==> run_1/metal_stack.png <==
Bar = 50 µm.
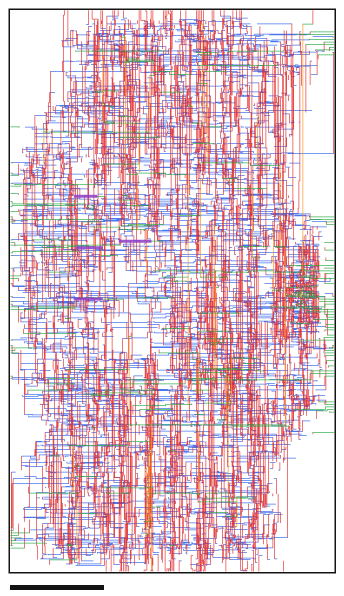
==> run_1/gate_families.png <==
Bar = 50 µm.
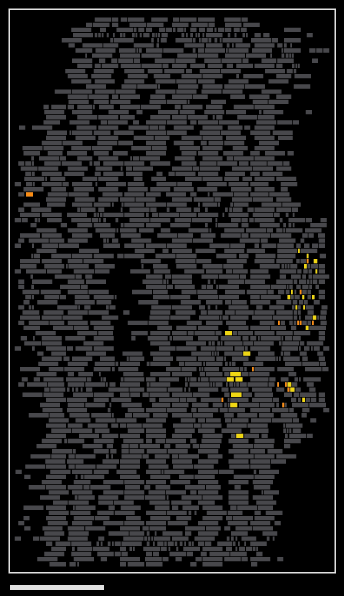
==> run_1/met4.png <==
Bar = 50 µm.
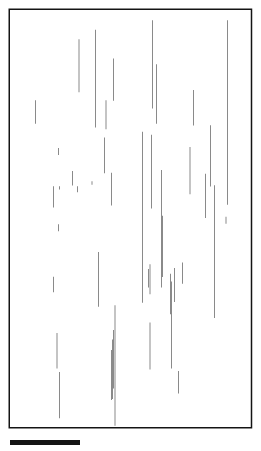
==> run_1/cell_classes.png <==
Bar = 50 µm. Fill, decap, tap and diode cells in gray.
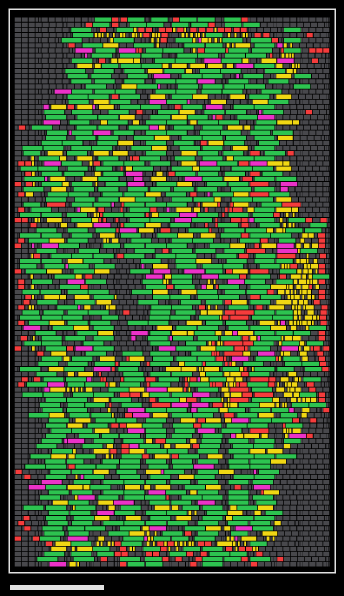
==> config.mk <==
export PLATFORM = sky130hd
export DESIGN_NAME = ccip_rdreq_credit_gate_flat
export DESIGN_NICKNAME = d
export VERILOG_FILES = /design/src/rtl/ccip_if_pkg.sv /design/src/rtl/ccip_rdreq_credit_gate_pkg.sv /design/src/rtl/ccip_rdreq_credit_gate_if.sv /design/src/rtl/ccip_rdreq_credit_gate_fifo.sv /design/src/rtl/ccip_rdreq_credit_gate.sv /design/src/flat_wrapper.sv
export SDC_FILE = /design/constraint.sdc
export NUM_CORES = 1
export LEC_CHECK = 0
export CAP_MARGIN = 20
export CORE_ASPECT_RATIO = 1.75
export CORE_MARGIN = 2
export CORE_UTILIZATION = 53
export DETAILED_ROUTE_END_ITERATION = 16
export GPL_TIMING_DRIVEN = 0
export PLACE_DENSITY = 0.73
export SLEW_MARGIN = 40
export SYNTH_ARGS = -nofsm -noshare
export SYNTH_HDL_FRONTEND = slang
export SYNTH_SLANG_ARGS = --single-unit
==> constraint.sdc <==
create_clock -name clk -period 6.7 [get_ports clk]
set_input_delay 1.34 -clock clk [delete_from_list [all_inputs] [get_ports clk]]
set_output_delay 1.34 -clock clk [all_outputs]
set_load 0.05 [all_outputs]
==> results.json, run 1 <==
{
  "status": "finished, final reports clean",
  "rsz0062_at_grt": "false",
  "logic_family": "multiplexers",
  "cts_tree": "built",
  "seq_cell_power_mw": 5.85,
  "grt_util_met2_pct": 39.5,
  "lay_top_count": "edfxtp_1",
  "clk_latency_ns": 0.60,
  "nClkBuffers": 73,
  "intPower_mw": 9.51,
  "p_leak_nw": 10.7,
  "wl_met1_um": 21300,
  "crit_type": "input port to register",
  "wl_per_cell_um": 24.8,
  "dr.pass1.iters": 5,
  "p_clk_mw": 3.43,
  "p_seq_share_pct": 40.9,
  "flop_area_um2": 20300,
  "cp.required_ns": 7.17,
  "setup_tns_ns": 0,
  "drive_gt1_share_pct": 21.4,
  "antenna_found_initial": 9,
  "ys_area_um2": 26100,
  "switching_share_pct": 33.4,
  "cts_sinks": 691,
  "switchingPower_mw": 4.77,
  "gr-total-overflow": 0,
  "edf_count": 592,
  "pwr-share-clk_pct": 24.0,
  "cp-end-kind": "register",
  "total_power_mw": 14.3,
  "nFillCells": 3191,
  "area_growth_pct": 21.1,
  "nNetsFinal": 1621,
  "largest_register_ffs": 592,
  "ctsHoldBuffers": 0,
  "ys_cells": 1253,
  "synthMuxAreaShare_pct": 15.8,
  "die.size.y_um": 298,
  "tightest_slew_ns": 0.847,
  "rrSetupSlack_ns": 3.08,
  "yosysTopAreaCellShare_pct": 68.1,
  "placed_area_um2": 29600,
  "use_met3_pct": 3.29,
  "dr_wl_met2_um": 29700,
  "holdWs_ns": 0.459,
  "dp.cells": 2127,
  "ff2ff_path_depth": 11,
  "yosys_warnings": 0,
  "drv_slew": 0,
  "ys_sh_xor_pct": 0.436,
  "grt_max_degree": 71,
  "cp-start-kind": "input port",
  "pwr-share-comb_pct": 35.1,
  "cap_violations": 0,
  "cp_slowest_stage_delay_ns": 0.47,
  "numSynthFlops": 691,
  "max_freq_mhz": 249,
  "clkTransAtPathRegs_ns": 0.07,
  "maxUsedRoutingLayer": "met5"
}
## Picture notes: metal_stack.png
legend:
  blue:
    layer: met1
    wire_length: 21.3 mm
  orange:
    layer: met4
    wire_length: 1,560 µm
  purple:
    layer: met5
    wire_length: 53.4 µm
  green:
    layer: met3
    wire_length: 2,900 µm
  red:
    layer: met2
    wire_length: 29.7 mm
WL final: 55,600 µm
overall routing resource usage: 22.4%

## Picture notes: gate_families.png
legend:
  yellow:
    family: NOR gates
    cells: 24
    where: east
  orange:
    family: inverters
    cells: 13
    where: east
Finished Layout Cells: 2,241
logic share of the area: 17.7%

## Picture notes: met4.png
longest straight run: 131 µm
main direction: vertical
vias post-DR: 13,000

## Picture notes: cell_classes.png
legend:
  yellow:
    class: all other logic
    cells: 498
    share_of_their_area: 18%
  red:
    class: other buffers and delay cells
    cells: 284
    share_of_their_area: 9.5%
  magenta:
    class: clock drivers and dummy loads
    cells: 109
    share_of_their_area: 6.3%
  green:
    class: flip-flops
    cells: 691
    share_of_their_area: 66%
Layout Utilization: 65.0%
post-route cell area: 31,600 µm²

==> inputs of run 2 (changes only) <==
--- a/config.mk
+++ b/config.mk
@@ -11,7 +11,7 @@
 export CORE_UTILIZATION = 53
 export DETAILED_ROUTE_END_ITERATION = 16
 export GPL_TIMING_DRIVEN = 0
-export PLACE_DENSITY = 0.73
+export PLACE_DENSITY = 0.71
 export SLEW_MARGIN = 40
 export SYNTH_ARGS = -nofsm -noshare
 export SYNTH_HDL_FRONTEND = slang
==> constraint.sdc (replaced) <==
create_clock -name clk -period 3.7 [get_ports clk]
set_input_delay 0.74 -clock clk [delete_from_list [all_inputs] [get_ports clk]]
set_output_delay 0.74 -clock clk [all_outputs]
set_load 0.05 [all_outputs]
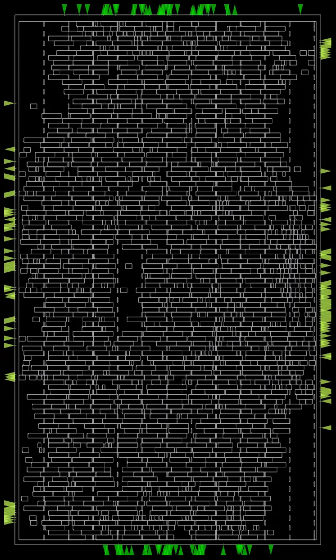
(run_2/final_placement.png)
Fillers: 3,212
Seq area share: 63.9%
flop count: 691

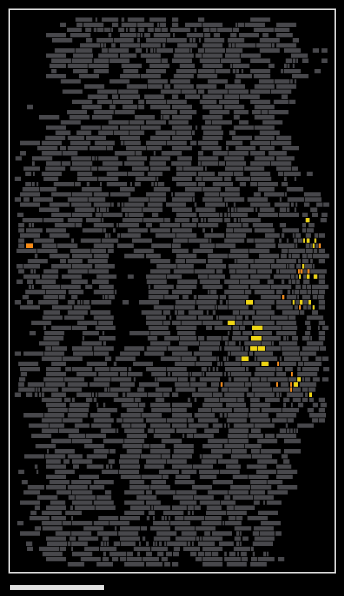
(run_2/gate_families.png)
Bar = 50 µm.
legend:
  orange:
    family: inverters
    cells: 13
    where: east
  yellow:
    family: NOR gates
    cells: 24
    where: east
most frequent logic cell in the layout: edfxtp_1
logic share of the area: 17.6%
Finished Layout Cells: 2,244

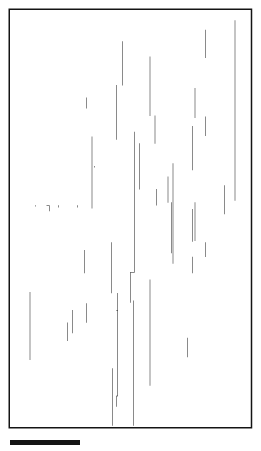
(run_2/met4.png)
Bar = 50 µm.
nets with wire on the layer: 18
main direction: vertical
share of all routed wire: 2.2%
WL final: 57,800 µm
vias post-DR: 13,100

==> run 2 against run 1 <==
Synthesized cell count unchanged. Flip-flop count unchanged. Combinational power up 82%. Final area up 0.34%. Critical path depth down 2. Via count up 0.47%. First-iteration DRC count up 6.6%. Clock power up 81%. Setup slack worse by 2.3 ns. Cell count up 0.13%. Critical endpoint unchanged. Highest routed layer unchanged.
==> results.json, run 2 <==
{
  "status": "finished, final reports clean",
  "tightest_slew_ns": 0.836,
  "cts_sinks": 691,
  "stdcell_area_um2": 31700,
  "ctsHoldBuffers": 0,
  "dr_wl_met3_um": 3180,
  "edf_count": 592,
  "vdd_ir_drop_max_uv": 563,
  "cp-start-kind": "register",
  "nClkBuffers": 83,
  "setup_tns_ns": 0,
  "switching_share_pct": 33.5,
  "antenna_found_initial": 7,
  "flop_area_um2": 20300,
  "wl_per_cell_um": 25.7,
  "die_area_um2": 51100,
  "crit_type": "register to register",
  "area_growth_pct": 21.5,
  "ys_sh_xor_pct": 0.436,
  "setup_violations": 0,
  "min_path_cells": 1,
  "pwr-share-comb_pct": 35.1,
  "pwr-share-clk_pct": 24.0,
  "gr-total-overflow": 0,
  "yosys_warnings": 0,
  "dp.cells": 2131,
  "inv_count": 13,
  "port_buffers": 167,
  "cp.required_ns": 4.19,
  "placed_area_um2": 29700,
  "holdWs_ns": 0.470,
  "total_power_mw": 26.0,
  "fp_nets": 1341,
  "clk_latency_ns": 0.61,
  "drive_gt1_share_pct": 21.6,
  "grt_max_degree": 69,
  "numSynthFlops": 691,
  "synthFlopType": "edfxtp_1",
  "fp-utilization_pct": 53.7,
  "buffer_area_share_pct": 9.51,
  "rrSetupSlack_ns": 0.39,
  "grt.busiest_layer": "met2",
  "seq_cell_power_mw": 10.6,
  "max_freq_mhz": 302,
  "cap_violations": 0,
  "ys_area_um2": 26100,
  "use_met3_pct": 3.50,
  "nNetsFinal": 1624,
  "die.size.y_um": 298,
  "place_hpwl_um": 38600,
  "final_util_pct": 65.2,
  "dr.pass1.iters": 5,
  "path_buffers": 2,
  "grt_util_met2_pct": 41.0,
  "fa_ha_area_share_pct": 0.432,
  "syn_area_um2": 26100,
  "p_clk_mw": 6.22,
  "track_usage_pct": 23.2,
  "cts_tree": "built",
  "cts_root_buffer": "clkbuf_16",
  "intPower_mw": 17.3,
  "cp_slowest_stage_delay_ns": 0.59,
  "period_used_pct": 89.5,
  "yosysTopAreaCellShare_pct": 68.1,
  "fin_skew_ns": 0.0215,
  "drv_slew": 0,
  "largest_register_ffs": 592,
  "cp-end-kind": "register",
  "maxUsedRoutingLayer": "met5",
  "rsz0062_at_grt": "false",
  "wl_met1_um": 22100,
  "ys_cells": 1253,
  "p_seq_share_pct": 40.9,
  "path_cells": "inv_1, ha_1, or4b_1, buf_2, nor2_1, nor3_1, or4_4, or3b_1, o31ai_1",
  "logic_family": "multiplexers",
  "dr_wl_met2_um": 31200,
  "syn_area_per_cell_um2": 20.8,
  "switchingPower_mw": 8.69,
  "htreeDepth": 2,
  "ff2ff_path_depth": 9,
  "synthMuxAreaShare_pct": 15.8,
  "p_leak_nw": 10.8,
  "clkTransAtPathRegs_ns": 0.07,
  "largest_class": "registers",
  "async_flop_share_pct": 14.3,
  "simple_gate_area_share_pct": 2.40
}
Power figures rest on the tool's default switching activity, not on a simulated workload.
